$ cat src/rtl/pipe_pkg.sv
// Shared types and constants for the pipeline skid buffer.
//
// Contents:
//   - Default payload, control and tag widths.
//   - CTRL_NOP: the control encoding of a bubble. All control bits are zero.
//   - skid_state_e: buffer occupancy (empty, main only, main plus skid).
package pipe_pkg;

  localparam int unsigned DataWDef = 96;
  localparam int unsigned CtrlWDef = 8;
  localparam int unsigned TagWDef  = 10;

  localparam logic [CtrlWDef-1:0] CTRL_NOP = '0;

  typedef enum logic [1:0] {
    StEmpty = 2'd0,
    StOne   = 2'd1,
    StFull  = 2'd2
  } skid_state_e;

endpackage

$ cat src/rtl/pipe_entry_reg.sv
// One buffer slot: valid flag plus control, tag and payload registers.
//
// Ports:
//   clk, rst_n      clock and asynchronous active-low reset (all fields to zero)
//   clear_i         drop the entry: valid=0, ctrl/tag to NOP; payload keeps its value
//   load_i          capture ctrl_i/tag_i/data_i and mark the entry valid
//   ctrl_i, tag_i, data_i   values to capture
//   valid_o, ctrl_o, tag_o, data_o   current contents
// clear_i wins over load_i.
module pipe_entry_reg
  import pipe_pkg::*;
#(
  parameter int unsigned DATA_W = DataWDef,
  parameter int unsigned CTRL_W = CtrlWDef,
  parameter int unsigned TAG_W  = TagWDef
) (
  input  logic              clk,
  input  logic              rst_n,
  input  logic              clear_i,
  input  logic              load_i,
  input  logic [CTRL_W-1:0] ctrl_i,
  input  logic [TAG_W-1:0]  tag_i,
  input  logic [DATA_W-1:0] data_i,
  output logic              valid_o,
  output logic [CTRL_W-1:0] ctrl_o,
  output logic [TAG_W-1:0]  tag_o,
  output logic [DATA_W-1:0] data_o
);

  localparam logic [CTRL_W-1:0] CtrlNop = CTRL_W'(CTRL_NOP);

  logic              valid_d, valid_q;
  logic [CTRL_W-1:0] ctrl_d,  ctrl_q;
  logic [TAG_W-1:0]  tag_d,   tag_q;
  logic [DATA_W-1:0] data_d,  data_q;

  always_comb begin
    valid_d = valid_q;
    ctrl_d  = ctrl_q;
    tag_d   = tag_q;
    data_d  = data_q;
    if (clear_i) begin
      valid_d = 1'b0;
      ctrl_d  = CtrlNop;
      tag_d   = '0;
    end else if (load_i) begin
      valid_d = 1'b1;
      ctrl_d  = ctrl_i;
      tag_d   = tag_i;
      data_d  = data_i;
    end
  end

  always_ff @(posedge clk or negedge rst_n) begin
    if (!rst_n) begin
      valid_q <= 1'b0;
      ctrl_q  <= CtrlNop;
      tag_q   <= '0;
      data_q  <= '0;
    end else begin
      valid_q <= valid_d;
      ctrl_q  <= ctrl_d;
      tag_q   <= tag_d;
      data_q  <= data_d;
    end
  end

  assign valid_o = valid_q;
  assign ctrl_o  = ctrl_q;
  assign tag_o   = tag_q;
  assign data_o  = data_q;

endmodule

$ cat src/rtl/pipe_skid_buffer.sv
// Two-entry skid buffer between pipeline stages. in_ready comes straight from a flop,
// so upstream sees no combinational path from out_ready.
//
// Ports:
//   clk, rst_n                      clock, asynchronous active-low reset
//   flush                           squash both entries and the current input
//   in_valid/in_ready               upstream handshake (in_ready is registered)
//   in_ctrl, in_tag, in_data        upstream entry
//   out_valid/out_ready             downstream handshake
//   out_ctrl, out_tag, out_data     head (main) entry; ctrl/tag are NOP when empty
//   stall_cnt                       saturating count of out_valid && !out_ready cycles
//                                   (only when PIPE_SKID_PERF_EN is defined)
//
// Optional feature macro: PIPE_SKID_PERF_EN adds the stall_cnt port and counter.
module pipe_skid_buffer
  import pipe_pkg::*;
#(
  parameter int unsigned DATA_W = DataWDef,
  parameter int unsigned CTRL_W = CtrlWDef,
  parameter int unsigned TAG_W  = TagWDef
) (
  input  logic              clk,
  input  logic              rst_n,
  input  logic              flush,
  input  logic              in_valid,
  output logic              in_ready,
  input  logic [CTRL_W-1:0] in_ctrl,
  input  logic [TAG_W-1:0]  in_tag,
  input  logic [DATA_W-1:0] in_data,
  output logic              out_valid,
  input  logic              out_ready,
  output logic [CTRL_W-1:0] out_ctrl,
  output logic [TAG_W-1:0]  out_tag,
  output logic [DATA_W-1:0] out_data
`ifdef PIPE_SKID_PERF_EN
  ,
  output logic [31:0]       stall_cnt
`endif
);

  skid_state_e state_d, state_q;
  logic        in_ready_q;

  logic              main_load, main_clear, main_from_skid;
  logic              skid_load, skid_clear;
  logic              main_valid, skid_valid;
  logic [CTRL_W-1:0] skid_ctrl, main_ctrl_in;
  logic [TAG_W-1:0]  skid_tag,  main_tag_in;
  logic [DATA_W-1:0] skid_data, main_data_in;
  logic              xfer_in, xfer_out;

  assign xfer_in  = in_valid && in_ready_q;
  assign xfer_out = main_valid && out_ready;

  always_comb begin
    state_d        = state_q;
    main_load      = 1'b0;
    main_clear     = 1'b0;
    main_from_skid = 1'b0;
    skid_load      = 1'b0;
    skid_clear     = 1'b0;
    if (flush) begin
      state_d    = StEmpty;
      main_clear = 1'b1;
      skid_clear = 1'b1;
    end else begin
      unique case (state_q)
        StEmpty: begin
          if (xfer_in) begin
            main_load = 1'b1;
            state_d   = StOne;
          end
        end
        StOne: begin
          // Simultaneous in/out overwrites main directly: no bubble.
          if (xfer_in && xfer_out) begin
            main_load = 1'b1;
          end else if (xfer_in) begin
            skid_load = 1'b1;
            state_d   = StFull;
          end else if (xfer_out) begin
            main_clear = 1'b1;
            state_d    = StEmpty;
          end
        end
        StFull: begin
          // in_ready is low here, so only the skid-to-main promotion can happen.
          if (xfer_out && skid_valid) begin
            main_load      = 1'b1;
            main_from_skid = 1'b1;
            skid_clear     = 1'b1;
            state_d        = StOne;
          end
        end
        default: begin
          state_d    = StEmpty;
          main_clear = 1'b1;
          skid_clear = 1'b1;
        end
      endcase
    end
  end

  always_ff @(posedge clk or negedge rst_n) begin
    if (!rst_n) begin
      state_q    <= StEmpty;
      in_ready_q <= 1'b0;
    end else begin
      state_q    <= state_d;
      in_ready_q <= (state_d != StFull);
    end
  end

  assign main_ctrl_in = main_from_skid ? skid_ctrl : in_ctrl;
  assign main_tag_in  = main_from_skid ? skid_tag  : in_tag;
  assign main_data_in = main_from_skid ? skid_data : in_data;

  pipe_entry_reg #(
    .DATA_W (DATA_W),
    .CTRL_W (CTRL_W),
    .TAG_W  (TAG_W)
  ) u_main (
    .clk     (clk),
    .rst_n   (rst_n),
    .clear_i (main_clear),
    .load_i  (main_load),
    .ctrl_i  (main_ctrl_in),
    .tag_i   (main_tag_in),
    .data_i  (main_data_in),
    .valid_o (main_valid),
    .ctrl_o  (out_ctrl),
    .tag_o   (out_tag),
    .data_o  (out_data)
  );

  pipe_entry_reg #(
    .DATA_W (DATA_W),
    .CTRL_W (CTRL_W),
    .TAG_W  (TAG_W)
  ) u_skid (
    .clk     (clk),
    .rst_n   (rst_n),
    .clear_i (skid_clear),
    .load_i  (skid_load),
    .ctrl_i  (in_ctrl),
    .tag_i   (in_tag),
    .data_i  (in_data),
    .valid_o (skid_valid),
    .ctrl_o  (skid_ctrl),
    .tag_o   (skid_tag),
    .data_o  (skid_data)
  );

  assign out_valid = main_valid;
  assign in_ready  = in_ready_q;

`ifdef PIPE_SKID_PERF_EN
  logic [31:0] stall_cnt_q;

  // Counts regardless of flush; saturates instead of wrapping.
  always_ff @(posedge clk or negedge rst_n) begin
    if (!rst_n) begin
      stall_cnt_q <= '0;
    end else if (main_valid && !out_ready && (stall_cnt_q != 32'hFFFF_FFFF)) begin
      stall_cnt_q <= stall_cnt_q + 32'd1;
    end
  end

  assign stall_cnt = stall_cnt_q;
`endif

endmodule

$ cat config.mk
export PLATFORM = sky130hd
export DESIGN_NAME = pipe_skid_buffer
export DESIGN_NICKNAME = d
export VERILOG_FILES = /design/src/rtl/pipe_pkg.sv /design/src/rtl/pipe_entry_reg.sv /design/src/rtl/pipe_skid_buffer.sv
export SDC_FILE = /design/constraint.sdc
export NUM_CORES = 1
export LEC_CHECK = 0
export CELL_PAD_IN_SITES_DETAIL_PLACEMENT = 0
export CELL_PAD_IN_SITES_GLOBAL_PLACEMENT = 2
export CORE_ASPECT_RATIO = 1.5
export CORE_MARGIN = 2
export CORE_UTILIZATION = 38
export DETAILED_ROUTE_END_ITERATION = 7
export GPL_ROUTABILITY_DRIVEN = 0
export PLACE_DENSITY = 0.95
export SYNTH_ARGS = -nofsm -noshare
export SYNTH_HDL_FRONTEND = slang
export SYNTH_SLANG_ARGS = --single-unit
$ cat constraint.sdc
create_clock -name clk -period 5.1 [get_ports clk]
set_input_delay 1.275 -clock clk [delete_from_list [all_inputs] [get_ports clk]]
set_output_delay 1.275 -clock clk [all_outputs]
set_load 0.05 [all_outputs]
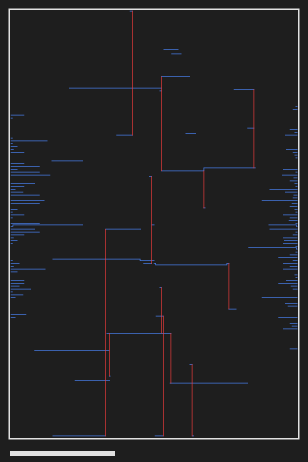
**Above:** wiring by layer.
Scale bar: 50 um. Two of the layers only.
- blue: metal 3 (wire length 1030 um)
- red: metal 4 (wire length 478 um)
overall routing resource usage: 16.0%
Routed Wire Length: 22.8 mm
WL/cell: 18.5 um
via total after detailed routing: 6094

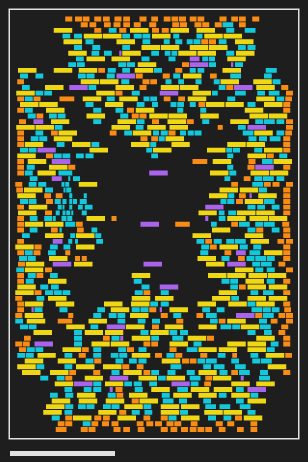
**Above:** cells coloured by class.
Scale bar: 50 um.
- cyan: combinational and other logic (cells 375)
- yellow: flops (cells 233)
- purple: clock drivers and dummy loads (cells 37)
- orange: other buffers and delay cells (cells 245)
Core Rows: 73
core area: 0.0264 mm2
final instance area: 0.0135 mm2
utilization after layout: 51.3%

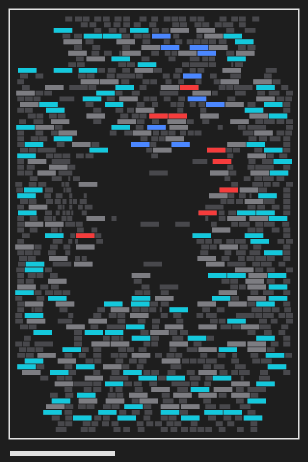
**Above:** where the registers sit.
Scale bar: 50 um. Other sequential cells in the stronger grey, the rest of the logic in the fainter grey.
- red: u_skid.ctrl_o (sequential cells 8)
- blue: u_main.tag_o (sequential cells 10; where top middle)
- cyan: u_main.data_o (sequential cells 96; where spread over the die)
sequential cell area in the final layout: 0.00583 mm2
flip-flop and latch share of the layout cell area: 43.1%
power of the sequential group: 0.00276 W

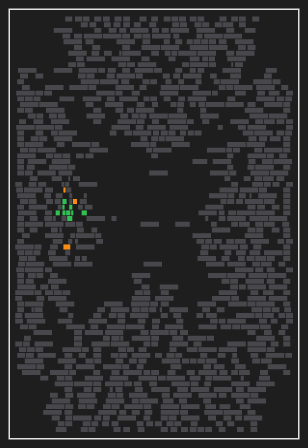
**Above:** gate-type map.
- orange: NOR gates (cells 3)
- green: NAND gates (cells 9; most used nand4_1; where left middle)
most frequent logic cell in the layout: mux2_2
Comb/total area: 30.4%
final cell count without fillers: 1229

==> changes_impl.md <==
### Implementation results

- Sum of overflow across all layers after global routing: 0
- Met3 Resource Use GR: 2.78%
- Synthesized-area fraction occupied by ao, oa, aoi and oai cells: 4.13%
- Flip-flops: 233
- # Taps: 337
- Largest net degree at the start of global routing: 104
- Total clock buffers created by CTS: 23
- Cell Chain, Critical Path: clkdlybuf4s50_1, or4b_4, buf_4, mux2_4, mux2_2
- Cell with the most instances after synthesis: mux2_2
- Outcome: finished, final reports clean
- Yosys Instances: about 650
- Post-synthesis adder-cell area fraction: 0%
- Clock Root Buffer: clkbuf_16
- Arrival time reported for the critical path endpoint: around 3.8 ns
- CTS tree: built
- Synth mux share: 35.2%
- Routed wl met3: 1.03 mm
- Ports: 235
- Beginning of the critical path: flush
- DIE WIDTH: 137 um
- Share of flip-flops with an asynchronous set or reset: 100%
- RSZ-0062 raised after global routing: no
- Fraction of layout instances using a drive strength above 1: 37.9%
- Number of antenna violations at the first check in global routing: 2
- Clock transition at the register clock pins on the worst setup and hold paths after CTS: 0.06 ns
- Detailed placer's ending HPWL: between 15 and 20 mm
- Critical-path cell with the highest stage delay: or4b_4
- Placed Area: approximately 0.013 mm2
- Routed length on met1: 9.12 mm
- Overall power after layout: 0.00666 W
- Via-to-Cell Ratio: a little under 5
- Clock buffer instance count of the final layout: 33
## where the power goes
part           switching (W)  leakage, nW  internal, W
Sequential          0.000307         2.84      0.00245
Clock               0.000676        0.341     0.000894
Combinational        0.00132         2.74      0.00101
## cells in the final DEF (no fill, tap or decap), drive strengths merged
cell / n
a22o: 18
nand2: 2
o2bb2ai: 18
nand3b: 2
and2: 1
or2: 1
nor2b: 1
clkbuf: 33
nand3: 2
a21boi: 1
or3: 1
clkdlybuf4s50: 233
o21ba: 1
o211a: 1
nor3: 1
a21oi: 5
nand4: 3
nor2: 1
dfrtp: 233
o21ai: 1
buf: 12
inv: 2
clkinv: 4
mux2: 288
a21o: 3
mux2i: 18
o21bai: 2
a211o: 1
or4b: 1
diode: 2
## worst min-delay path by stage
| stage | startpoint | to | slack, ns | cells past startpoint |
|---|---|---|---|---|
| floorplan | u_skid.ctrl_o[0] | u_skid.ctrl_o[0] | 0.47 | 1 |
| global placement | u_main.ctrl_o[7] | u_main.ctrl_o[7] | 0.47 | 1 |
| detailed placement | u_main.tag_o[0] | u_main.tag_o[0] | 0.48 | 1 |
| CTS | u_main.tag_o[6] | u_main.tag_o[6] | 0.50 | 1 |
| global route | u_skid.ctrl_o[7] | u_skid.ctrl_o[7] | 0.51 | 1 |
| finish | u_main.ctrl_o[4] | u_main.ctrl_o[4] | 0.49 | 1 |
## critical path, delay by kind of cell
| family | cells | cell delay, ns |
|---|---|---|
| and+or+nand+nor | 1 | 0.92 |
| buffers and inverters | 2 | 0.94 |
| muxes | 2 | 0.57 |
## flip-flops by register name (all words and copies together), names as in the netlist
name / count
in_ready: 1
u_main.data_o: 96
state_q: 2
u_skid.ctrl_o: 8
u_skid.data_o: 96
u_main.valid_o: 1
u_main.tag_o: 10
u_main.ctrl_o: 8
u_skid.valid_o: 1
u_skid.tag_o: 10
Power figures rest on the tool's default switching activity, not on a simulated workload.
